`src/rtl/uart_rx.sv`:
```
// uart_rx: 8N1 serial receiver. It synchronises rx into clk, samples each bit at its centre,
// and emits a one-cycle rx_data_ready per good frame or frame_error when the stop bit is 0.
module uart_rx #(
  parameter int CLK_FREQ = 50_000_000,
  parameter int BAUD     = 115200
) (
  input  logic       clk,
  input  logic       reset,
  input  logic       rx,
  output logic [7:0] rx_data,
  output logic       rx_data_ready,
  output logic       frame_error
);

  localparam int CLKS_PER_BIT = CLK_FREQ / BAUD;
  localparam int HALF_BIT     = CLKS_PER_BIT / 2;
  localparam int CNT_W        = $clog2(CLKS_PER_BIT);
  localparam logic [CNT_W-1:0] BIT_LAST  = CNT_W'(CLKS_PER_BIT - 1);
  localparam logic [CNT_W-1:0] HALF_LAST = CNT_W'(HALF_BIT - 1);
  localparam logic [CNT_W-1:0] CNT_ONE   = CNT_W'(1);

  if (CLKS_PER_BIT < 4) begin : g_cpb_check
    $error("uart_rx: CLK_FREQ/BAUD must be at least 4");
  end

  typedef enum logic [1:0] {
    IDLE  = 2'd0,
    START = 2'd1,
    DATA  = 2'd2,
    STOP  = 2'd3
  } state_t;

  state_t           state_r;
  logic [CNT_W-1:0] clk_cnt_r;
  logic [2:0]       bit_idx_r;
  logic [7:0]       shreg_r;
  logic             rx_meta_r;
  logic             rx_sync_r;
  logic             rx_prev_r;
  logic             fall_s;

  // Two-flop synchroniser plus a delay flop used for falling-edge detection
  always_ff @(posedge clk or posedge reset) begin
    if (reset) begin
      rx_meta_r <= 1'b1;
      rx_sync_r <= 1'b1;
      rx_prev_r <= 1'b1;
    end else begin
      rx_meta_r <= rx;
      rx_sync_r <= rx_meta_r;
      rx_prev_r <= rx_sync_r;
    end
  end

  // A held-low line never re-arms; only a genuine high-to-low transition starts a frame.
  assign fall_s = rx_prev_r & ~rx_sync_r;

  // Frame state machine with registered data and status pulses
  always_ff @(posedge clk or posedge reset) begin
    if (reset) begin
      state_r       <= IDLE;
      clk_cnt_r     <= '0;
      bit_idx_r     <= 3'd0;
      shreg_r       <= 8'h00;
      rx_data       <= 8'h00;
      rx_data_ready <= 1'b0;
      frame_error   <= 1'b0;
    end else begin
      rx_data_ready <= 1'b0;
      frame_error   <= 1'b0;
      case (state_r)
        IDLE: begin
          clk_cnt_r <= '0;
          bit_idx_r <= 3'd0;
          if (fall_s) begin
            state_r <= START;
          end else begin
            state_r <= IDLE;
          end
        end
        START: begin
          if (clk_cnt_r == HALF_LAST) begin
            clk_cnt_r <= '0;
            bit_idx_r <= 3'd0;
            // Line back high at mid-start means it was a glitch, not a frame.
            state_r   <= rx_sync_r ? IDLE : DATA;
          end else begin
            clk_cnt_r <= clk_cnt_r + CNT_ONE;
          end
        end
        DATA: begin
          if (clk_cnt_r == BIT_LAST) begin
            clk_cnt_r <= '0;
            shreg_r   <= {rx_sync_r, shreg_r[7:1]};
            if (bit_idx_r == 3'd7) begin
              state_r <= STOP;
            end else begin
              bit_idx_r <= bit_idx_r + 3'd1;
            end
          end else begin
            clk_cnt_r <= clk_cnt_r + CNT_ONE;
          end
        end
        STOP: begin
          if (clk_cnt_r == BIT_LAST) begin
            clk_cnt_r <= '0;
            // Returning at mid-stop lets a start bit that follows immediately be caught.
            state_r   <= IDLE;
            if (rx_sync_r) begin
              rx_data       <= shreg_r;
              rx_data_ready <= 1'b1;
            end else begin
              frame_error   <= 1'b1;
            end
          end else begin
            clk_cnt_r <= clk_cnt_r + CNT_ONE;
          end
        end
        default: begin
          state_r   <= IDLE;
          clk_cnt_r <= '0;
          bit_idx_r <= 3'd0;
        end
      endcase
    end
  end

endmodule

```
`config.mk`:
```
export PLATFORM = sky130hd
export DESIGN_NAME = uart_rx
export DESIGN_NICKNAME = d
export VERILOG_FILES = /design/src/rtl/uart_rx.sv
export SDC_FILE = /design/constraint.sdc
export NUM_CORES = 1
export LEC_CHECK = 0
export CORE_MARGIN = 2
export CORE_UTILIZATION = 40
export CTS_CLUSTER_DIAMETER = 150
export DETAILED_ROUTE_END_ITERATION = 10
export SLEW_MARGIN = 10
export SYNTH_ARGS = -nofsm -noshare
export SYNTH_HDL_FRONTEND = slang
export SYNTH_SLANG_ARGS = --single-unit
```
`constraint.sdc`:
```
create_clock -name clk -period 2.05 [get_ports clk]
set_input_delay 0.3075 -clock clk [delete_from_list [all_inputs] [get_ports clk]]
set_output_delay 0.3075 -clock clk [all_outputs]
set_load 0.005 [all_outputs]
```
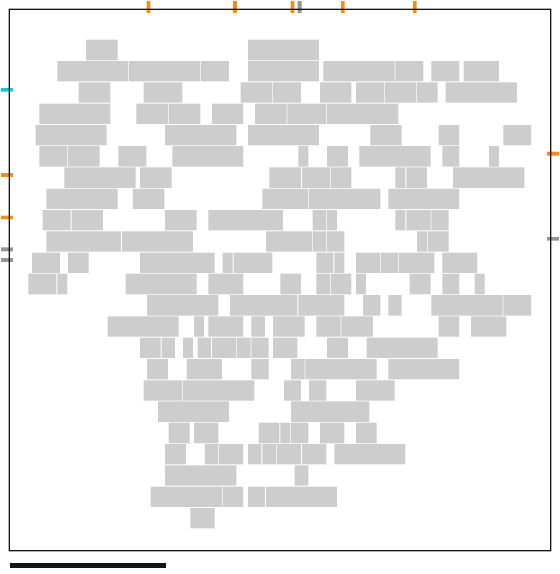
*Ports around the boundary*
The bar under the picture is 20 um long. Pins as bars across the die edge, other pins in gray.
rx_data -> orange  # pins 8, direction output, edge 5 top, 2 left, 1 right
clk -> cyan  # pins 1, direction input, edge left
all pins by edge = 6 top, 5 left, 2 right
PortBufs: 12
Die W: 69.0 um

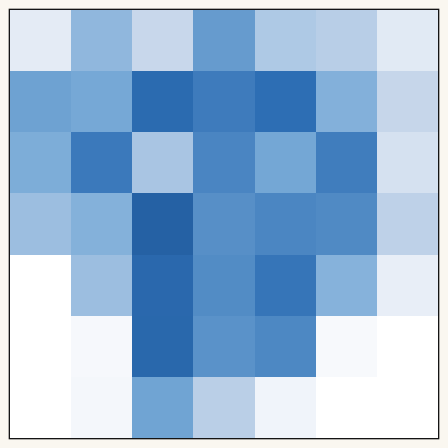
*Local utilization*
7 x 7 tiles, from white (low) to dark blue (high), 0 to 100% covered.
nearly empty tiles = 12%
mean over tiles = 40%
tiles over 75% full = 8.2%
emptiest ninth of the die = lower right
densest ninth of the die = center
fullest tile = 80%
CORE AREA: 0.00403 sq mm
Init Core Util: 42.0%

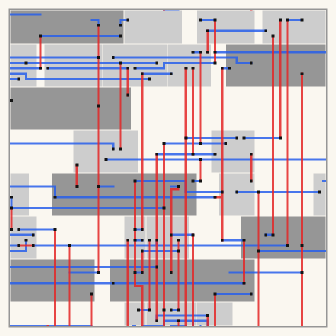
*Zoomed window*
Region (42, 42) to (62, 62) um. Cells in gray, sequential cells in the stronger gray; small squares are vias.
metal 2 -> red
metal 1 -> blue
netlist names of flops here include = rx_data (3), bit_idx_r (2)
sequential cells in the window = 7
most frequent = dfrtp_1 (7), clkdlybuf4s50_1 (3), inv_1 (2)
cells with their middle in the window = 23

==> registers in the layout, summed over array words and instances, names as in the netlist, named ones only <==
| signal | cells |
|---|---|
| rx_sync_r | 1 |
| bit_idx_r | 3 |
| rx_data_ready | 1 |
| state_r | 1 |
| frame_error | 1 |
| rx_prev_r | 1 |
| rx_meta_r | 1 |
| clk_cnt_r | 9 |
| shreg_r | 8 |
| rx_data | 8 |
==> power groups by stage <==
stage	sequential, mW	combinational (mW)	clock, mW
floorplan	0.821	0.169	0
global placement	0.827	0.237	0
detailed placement	0.829	0.244	0
CTS	0.816	0.248	0.493
global route	0.829	0.277	0.532
finish	0.817	0.242	0.473
==> worst max path at each step <==
stage | startpoint | to | slack, ns | cells past startpoint
6_report | bit_idx_r[0] | bit_idx_r[0] | 0.21 | 5
4_1_cts | bit_idx_r[0] | bit_idx_r[0] | 0.21 | 5
3_5_place_dp | bit_idx_r[0] | bit_idx_r[0] | 0.23 | 5
2_1_floorplan | bit_idx_r[0] | bit_idx_r[0] | 0.35 | 5
3_3_place_gp | bit_idx_r[0] | bit_idx_r[0] | 0.28 | 5
5_1_grt | bit_idx_r[0] | bit_idx_r[0] | 0.15 | 5
==> layout make-up <==
type                            count  area [sq um]
Fill cell                         370          2060
Sequential cell                    35           880
Multi-Input combinational cell     83           743
Timing Repair Buffer               18           165
Clock buffer                        6          72.6
Tap cell                           50          62.6
Inverter                            9          33.8
Clock inverter                      2          12.5
==> layer usage <==
layer / up-vias / track usage [%] / share of wire [%]
li1: 537 / - / -
met1: 561 / 18.6 / 45
met2: 19 / 22.9 / 50
met3: 5 / 4.97 / 3.9
met4: 0 / 5.88 / 1.7
met5: - / 0 / 0
==> reports/summary.txt <==
Outcome - finished clean
Setup TNS - 0 ns
R2r setup slk - 0.21 ns
Pwr dens - 778 mW/mm^2
Post-Layout Cell Count - 203
DR vias - 1,122
Worst path bufs/invs - 0
Die area - 0.00477 sq mm
Dominant comb cell - simple AND/OR/NAND/NOR gates
Hold Crit Endpoint - rx_sync_r
Layout Skew - 0.00842 ns
Max incr delay on CP - 0.50 ns
I/O pins - 13
Row cnt - 23
Tool warning count - 28
Yosys reg bits - 35
Final Setup Violations - 0
Number of instances in the placed design - 195
Max_cap viols - 0
CTS tree - done
Setup WS post-layout - 0.215 ns
Slew Limit Fails - 0
Total congestion overflow - 0
Final Hold Fails - 0
Worst path most repeated cell - ha_1
Logic pwr share - 15.8%
Sequential Power Share - 53.3%
Initial DRC count - 61
Post-Synth XOR/XNOR Area - 1.55%
CP delay by family, top - simple AND/OR/NAND/NOR gates
Synth cell types - 39
Synth top cells by count - 32 x dfrtp_1, 15 x mux2_2, 9 x inv_1
Aoi share - 12.1%
Worst-Margin Slew - 0.461 ns
Mapped cell area - 0.00169 sq mm
DR DRC count - 0
Clk buf depth - 2
Mux share - 10.7%
CTS root buffer - clkbuf_8
Area growth from synthesis to layout - 16.4%
P_leak - 0.905 nW
CTS Hold Buffers Added - 0
Max-area cell share - 47.3%
Top cell excl fill/tap - dfrtp_1
Htree depth - 2
Vias in the first global route - 1,149
RSZ-0062 raised after global routing - no
Later-pin clock latency in the skew report - 0.29 ns
NetSw - 437 uW
Ys cells - 132
Total CTS buffers - 5
First-pass GRT wire length - 5.49 mm
Yosys Warn Count - 0
1st-pass router iterations - 4
GRT Util Overall - 14.6%
Average cell area after synthesis - 12.8 sq um
Highest clock rate - 545 MHz
Antenna violations before repair - 0
Crit-path slowest cell - or4_1
Most common logic cells in the final layout - 32 x dfrtp_1, 15 x mux2_2, 12 x clkdlybuf4s50_1, 9 x inv_1
Yosys adder share - 3.70%
Final Util - 48.9%
Avg WL per Cell - 15.2 um
Post-synth EDFFs - 0
Cells after Synth - 132
Sink Count - 35
Post-cts sizing count - 0
Crit end category - flip-flop
WP data required - 2.26 ns
Crit share post-route - 89.5%
Reg2reg path depth - 5
Int Pwr - 1.10 mW
Sequential-to-total area share from yosys stat - 52.0%
Largest net degree at the start of global routing - 36
Placed cell areas - 0.00188 sq mm
Via-per-instance ratio - 5.53
Post-CTS setup buffers - 0
Ys flop type - dfrtp_1
Design Area, Final - 0.00197 sq mm
Worst R2R Start - bit_idx_r[0]
Crit Path Class - reg2reg
Post-DRT Antenna Nets - 0
Power is estimated from default activity; no workload was simulated.
